===== src/rtl/hssl_ctrl_pkg.sv =====
// Shared types for the HSSL GTH reset sequencer: state encodings, widths and
// the grouped transceiver reset outputs.
package hssl_ctrl_pkg;

    localparam int STATE_W = 3;
    localparam int RETRY_W = 2;

    typedef enum logic [STATE_W-1:0] {
        ST_RST_ALL  = 3'd0,
        ST_WAIT_PLL = 3'd1,
        ST_RST_TX   = 3'd2,
        ST_WAIT_TX  = 3'd3,
        ST_RST_RX   = 3'd4,
        ST_WAIT_RX  = 3'd5,
        ST_UP       = 3'd6,
        ST_FAIL     = 3'd7
    } state_e;

    typedef struct packed {
        logic all;
        logic tx;
        logic rx;
    } gt_rst_t;

    localparam gt_rst_t GT_RST_INIT = 3'b100;

    // Each GTH reset is asserted only while the sequencer sits in its pulse state.
    function automatic gt_rst_t gt_rst_decode(input state_e s);
        gt_rst_t r;
        r.all = (s == ST_RST_ALL);
        r.tx  = (s == ST_RST_TX);
        r.rx  = (s == ST_RST_RX);
        return r;
    endfunction

endpackage


===== src/rtl/bit_synchronizer.sv =====
// Multi-flop synchroniser for a single asynchronous status bit.
// Latency: STAGES cycles from input change to q.
// Backpressure: none, free-running.
module bit_synchronizer #(
    parameter int STAGES = 2
) (
    input  logic clk,
    input  logic rst,
    input  logic d,
    output logic q
);

    logic [STAGES-1:0] sync_q;

    always_ff @(posedge clk or posedge rst) begin
        if (rst) begin
            sync_q <= '0;
        end else begin
            sync_q <= {sync_q[STAGES-2:0], d};
        end
    end

    assign q = sync_q[STAGES-1];

endmodule


===== src/rtl/hssl_reset_ctrl.sv =====
// GTH bring-up/recovery sequencer: reset-all, TX, RX pulses with lock/done waits.
// Latency: requests act 1 cycle after their rising edge; status inputs are seen 2 cycles late.
// Backpressure: none; timeouts and bounded retries end every wait, FAIL holds until req_all.
module hssl_reset_ctrl
    import hssl_ctrl_pkg::*;
#(
    parameter int PULSE_CYCLES   = 16,
    parameter int TIMEOUT_CYCLES = 65536,
    parameter int RETRY_MAX      = 3,
    parameter int LOSS_CYCLES    = 1024
) (
    input  logic               clk,
    input  logic               reset,
    input  logic               req_all,
    input  logic               req_tx,
    input  logic               req_rx,
    input  logic               pll_lock,
    input  logic               tx_done,
    input  logic               rx_done,
    input  logic               rx_aligned,
    output logic               gt_reset_all,
    output logic               gt_reset_tx,
    output logic               gt_reset_rx,
    output logic               link_up,
    output logic               fail,
    output logic [STATE_W-1:0] state,
    output logic [RETRY_W-1:0] retries
);

    localparam int TW = $clog2(TIMEOUT_CYCLES + 1);
    localparam int LW = $clog2(LOSS_CYCLES + 1);

    localparam logic [TW-1:0]      T_MAX     = TW'(TIMEOUT_CYCLES);
    localparam logic [TW-1:0]      P_LAST    = TW'(PULSE_CYCLES - 1);
    localparam logic [LW-1:0]      L_MAX     = LW'(LOSS_CYCLES);
    localparam logic [RETRY_W-1:0] RETRY_LIM = RETRY_W'(RETRY_MAX);

    state_e               state_q;
    state_e               state_nxt;
    logic [RETRY_W-1:0]   retries_q;
    logic [RETRY_W-1:0]   retries_nxt;
    logic [TW-1:0]        timer_q;
    logic [LW-1:0]        loss_q;
    logic [2:0]           req_q;
    gt_rst_t              gt_q;
    gt_rst_t              gt_nxt;
    logic                 link_up_nxt;
    logic                 fail_nxt;
    logic                 restart;
    logic                 enter;

    logic pll_lock_s;
    logic tx_done_s;
    logic rx_done_s;

    bit_synchronizer #(.STAGES(2)) u_sync_pll (.clk(clk), .rst(reset), .d(pll_lock), .q(pll_lock_s));
    bit_synchronizer #(.STAGES(2)) u_sync_tx  (.clk(clk), .rst(reset), .d(tx_done),  .q(tx_done_s));
    bit_synchronizer #(.STAGES(2)) u_sync_rx  (.clk(clk), .rst(reset), .d(rx_done),  .q(rx_done_s));

    always_ff @(posedge clk or posedge reset) begin
        if (reset) begin
            req_q <= '0;
        end else begin
            req_q <= {req_all, req_tx, req_rx};
        end
    end

    logic req_all_edge;
    logic req_tx_edge;
    logic req_rx_edge;
    logic path_req_ok;
    logic in_wait;
    logic pulse_done;
    logic timed_out;

    assign req_all_edge = req_all & ~req_q[2];
    assign req_tx_edge  = req_tx  & ~req_q[1];
    assign req_rx_edge  = req_rx  & ~req_q[0];

    // Path restarts make no sense before the PLL is up, and FAIL only leaves on req_all.
    assign path_req_ok = (state_q != ST_RST_ALL) && (state_q != ST_WAIT_PLL) && (state_q != ST_FAIL);
    assign in_wait     = (state_q == ST_WAIT_PLL) || (state_q == ST_WAIT_TX) || (state_q == ST_WAIT_RX);
    assign pulse_done  = (timer_q == P_LAST);
    assign timed_out   = (timer_q == T_MAX);

    // State and registered outputs; outputs follow the state being entered.
    always_ff @(posedge clk or posedge reset) begin
        if (reset) begin
            state_q   <= ST_RST_ALL;
            retries_q <= '0;
            gt_q      <= GT_RST_INIT;
            link_up   <= 1'b0;
            fail      <= 1'b0;
        end else begin
            state_q   <= state_nxt;
            retries_q <= retries_nxt;
            gt_q      <= gt_nxt;
            link_up   <= link_up_nxt;
            fail      <= fail_nxt;
        end
    end

    always_comb begin
        state_nxt   = state_q;
        retries_nxt = retries_q;
        restart     = 1'b0;
        if (req_all_edge) begin
            state_nxt   = ST_RST_ALL;
            retries_nxt = '0;
            restart     = 1'b1;
        end else if (req_tx_edge && path_req_ok) begin
            state_nxt = ST_RST_TX;
            restart   = 1'b1;
        end else if (req_rx_edge && path_req_ok) begin
            state_nxt = ST_RST_RX;
            restart   = 1'b1;
        end else if (in_wait && timed_out) begin
            if (retries_q == RETRY_LIM) begin
                state_nxt = ST_FAIL;
            end else begin
                state_nxt   = ST_RST_ALL;
                retries_nxt = retries_q + 1'b1;
            end
        end else begin
            case (state_q)
                ST_RST_ALL:  if (pulse_done) state_nxt = ST_WAIT_PLL;
                ST_WAIT_PLL: if (pll_lock_s) state_nxt = ST_RST_TX;
                ST_RST_TX:   if (pulse_done) state_nxt = ST_WAIT_TX;
                ST_WAIT_TX:  if (tx_done_s)  state_nxt = ST_RST_RX;
                ST_RST_RX:   if (pulse_done) state_nxt = ST_WAIT_RX;
                ST_WAIT_RX: begin
                    if (rx_done_s && rx_aligned) begin
                        state_nxt   = ST_UP;
                        retries_nxt = '0;
                    end
                end
                ST_UP: begin
                    if (!pll_lock_s) begin
                        state_nxt = ST_RST_ALL;
                    end else if (loss_q == L_MAX) begin
                        state_nxt = ST_RST_RX;
                    end
                end
                ST_FAIL: state_nxt = ST_FAIL;
            endcase
        end
    end

    always_comb begin
        gt_nxt      = gt_rst_decode(state_nxt);
        link_up_nxt = (state_nxt == ST_UP);
        fail_nxt    = (state_nxt == ST_FAIL);
    end

    // A re-requested pulse state counts as a fresh entry so its pulse restarts.
    assign enter = restart || (state_nxt != state_q);

    always_ff @(posedge clk or posedge reset) begin
        if (reset) begin
            timer_q <= '0;
        end else if (enter) begin
            timer_q <= '0;
        end else if (timer_q != T_MAX) begin
            timer_q <= timer_q + 1'b1;
        end
    end

    always_ff @(posedge clk or posedge reset) begin
        if (reset) begin
            loss_q <= '0;
        end else if ((state_q == ST_UP) && !rx_aligned) begin
            if (loss_q != L_MAX) begin
                loss_q <= loss_q + 1'b1;
            end
        end else begin
            loss_q <= '0;
        end
    end

    assign gt_reset_all = gt_q.all;
    assign gt_reset_tx  = gt_q.tx;
    assign gt_reset_rx  = gt_q.rx;
    assign state        = state_q;
    assign retries      = retries_q;

endmodule

===== config.mk =====
export PLATFORM = sky130hd
export DESIGN_NAME = hssl_reset_ctrl
export DESIGN_NICKNAME = d
export VERILOG_FILES = /design/src/rtl/hssl_ctrl_pkg.sv /design/src/rtl/bit_synchronizer.sv /design/src/rtl/hssl_reset_ctrl.sv
export SDC_FILE = /design/constraint.sdc
export NUM_CORES = 1
export LEC_CHECK = 0
export ABC_AREA = 1
export CAP_MARGIN = 20
export CORE_MARGIN = 4
export CORE_UTILIZATION = 50
export DETAILED_ROUTE_END_ITERATION = 10
export PLACE_DENSITY = 0.82
export SLEW_MARGIN = 25
export SYNTH_ARGS = -nofsm -noshare
export SYNTH_HDL_FRONTEND = slang
export SYNTH_HIERARCHICAL = 1
export SYNTH_SLANG_ARGS = --single-unit

===== constraint.sdc =====
create_clock -name clk -period 2.5 [get_ports clk]
set_input_delay 0.5 -clock clk [delete_from_list [all_inputs] [get_ports clk]]
set_output_delay 0.5 -clock clk [all_outputs]
set_load 0.03 [all_outputs]

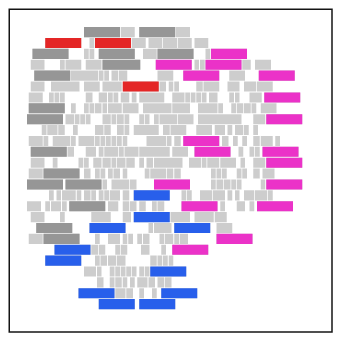
*Where the registers sit*
(4 px per um) Other sequential cells in the stronger grey, the rest of the logic in the fainter grey.
- blue: `loss_q` (placed flops 11; where bottom middle)
- red: `state` (placed flops 3)
- magenta: `timer_q` (placed flops 17)
- not coloured: 16
sequential cell area share: 39.13%
area occupied by registers: 1177 um2
fin util: 59.29%
P_seq: 0.000862 W

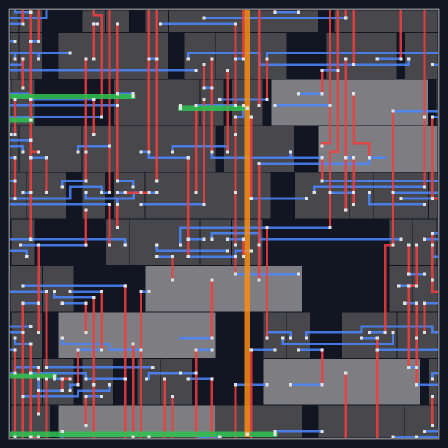
*Zoomed window*
Region (28, 28) to (53, 53) um. Cells in grey, sequential cells in the stronger grey; small squares are vias.
- blue: metal 1
- orange: metal 4
- green: metal 3
- red: metal 2
- sequential cells in the window: 6
- most frequent: nor2_1 (7), nand3_1 (7), dfrtp_1 (6)
- netlist names of flops here include: `timer_q` (4), `loss_q` (2)
- cells with their middle in the window: 50

==> job_summary.md <==
## Implementation flow summary

| Metric | Value |
|---|---|
| Synth Area in Adders | ~2.4% |
| Final Wtd Congestion | 0.8396 |
| Placed Area | 2892 um2 |
| Final Cell Area | approximately 3000 um2 |
| FMAX | 470.1 MHz |
| Aoi share | 4.352% |
| Count of cell types in the netlist | 34 |
| Crit. End Element | output pin |
| Largest net degree at the start of global routing | 42 |
| Crit. path cell count | 1 |
| Routed wire length | 4.441 mm |
| Seq/Total Area, Yosys | 45.00% |
| Vias | 1,912 |
| CP max stage cell | clkdlybuf4s50_1 |
| Syn nets | approximately 310 |
| Tightest Pin Transition | 509.2 ps |
| Yosys stat chip area | 2616 um2 |
| Post-CTS Hold Buffers | 0 |
| Final setup viols | 0 |
| Synth Area in XOR/XNOR | 5.022% |
| Critical Path End | state[0] |
| Slew margin rel. | 66.06% |
| R2R cell count | 13 |
| CTS tree | yes |
| # rows | 26 |
| Buf/Inv on CP | 1 |
| Die width | ~80 um |
| Worst Path Max Fanout | 9 |
| Setup tns final | 0 ps |
| Top cells, area | dfrtp_1, nor2_1, nor2_4 |
| Clock buffer depth | 2 |
| Critical path startpoint | state[0] |
| Max-slew violations | 0 |
| Layout cells sized above 1 | 16.93% |
| Clock Tree Root | clkbuf_8 |
| Final clock skew | 4.695 ps |
| Vias/cell | 4.915 |
| Per-cell routed wire length | 11.42 um |
| Cells after Synth | ~290 |
| Status | complete, no violations |
| Top delay family on crit path | buffers and inverters |
| First-pass GRT wire length | 8.093 mm |
| Die H | 80.34 um |
| Tmin final | 2127 ps |
| Initial antenna violation count | 0 |
| Largest stage delay, worst path | ~750 ps |
| Initial Utilization | 51.55% |
| Ys flop type | dfrtp_1 |
| # diodes | 0 |
| Critical Path RT | ~2000 ps |
| Chip area | 6454 um2 |
| Skew-Pair Late Insertion Delay | 300 ps |
| Total CTS buffers | 5 |
[logic make-up after synthesis]
| kind of cell | count (synthesis) |
|---|---|
| xor gates and xnor gates | 15 |
| and+or+nand+nor | 165 |
| adders and majority gates | 5 |
| DFF | 47 |
| AOI/OAI and AO/OA | 20 |
| buffers and inverters | 40 |
[cell type report]
class	instances	area (um2)	share of cell area [%]
Clock buffer	6	82.58	2.744
Clock inverter	2	35.03	1.164
Inverter	37	138.9	4.615
Multi-Input combinational cell	205	1265	42.04
Sequential cell	47	1177	39.13
Tap cell	70	87.58	2.911
Timing Repair Buffer	22	222.7	7.401
[through the flow]
step / utilization [%] / setup WS [ps] / hold slack, ps / instances
2_1_floorplan: - / 534.7 / 241.2 / 292
3_3_place_gp: 56.98 / 342.0 / 332.8 / 381
3_5_place_dp: 56.98 / 265.5 / 341.3 / 381
4_1_cts: 59.29 / 359.1 / 359.9 / 389
5_1_grt: 59.29 / 265.4 / 361.4 / 389
6_report: 59.29 / 372.7 / 358.9 / 389
[routing by layer]
layer	global-route usage [%]	wire (um)
met3	3.700	127
met4	5.743	78
met2	28.23	2254
met5	0	0
met1	19.01	1980
[flip-flops by register name (all words and copies together), names as in the netlist]
| register | cells |
|---|---|
| gt_reset_tx | 1 |
| u_sync_pll/sync_q | 2 |
| retries | 2 |
| u_sync_rx/sync_q | 2 |
| u_sync_tx/sync_q | 2 |
| fail | 1 |
| timer_q | 17 |
| req_q | 3 |
| link_up | 1 |
| gt_reset_rx | 1 |
| loss_q | 11 |
| state | 3 |
| gt_reset_all | 1 |
[cell usage in the layout (no fill, tap or decap), types with 6 or more instances in the layout]
cell             synthesis  routed
clkdlybuf4s50_1          0      18
inv_1                   34      34
nor2_1                  46      46
nand3_1                 23      23
nand4_1                  9       9
nor2_4                  15      15
nand2_2                  7       7
xor2_1                  12      12
dfrtp_1                 46      46
nand2_1                 43      43
clkbuf_8                 0       6
a21oi_1                  6       6
o21ai_0                  8       8
[power by group]
group | switching, W | leakage, nW | total, W | internal, W
sequential | 0.0000514 | 0.629 | 0.000862 | 0.000811
clock | 0.000242 | 0.0612 | 0.000565 | 0.000323
combinational | 0.000386 | 0.704 | 0.000607 | 0.000221
total | 0.000679 | 1.39 | 0.00203 | 0.00135
[how the worst min path moves through the flow]
| stage | cells past startpoint | slack (ps) | end | from |
|---|---|---|---|---|
| global placement | 0 | 330 | u_sync_tx/sync_q[1] | u_sync_tx/sync_q[0] |
| floorplan | 1 | 240 | u_sync_pll/sync_q[0] | reset |
| global route | 0 | 360 | u_sync_rx/sync_q[1] | u_sync_rx/sync_q[0] |
| finish | 0 | 360 | u_sync_pll/sync_q[1] | u_sync_pll/sync_q[0] |
| detailed placement | 0 | 340 | u_sync_rx/sync_q[1] | u_sync_rx/sync_q[0] |
| CTS | 0 | 360 | u_sync_rx/sync_q[1] | u_sync_rx/sync_q[0] |
Power is estimated from default activity; no workload was simulated.
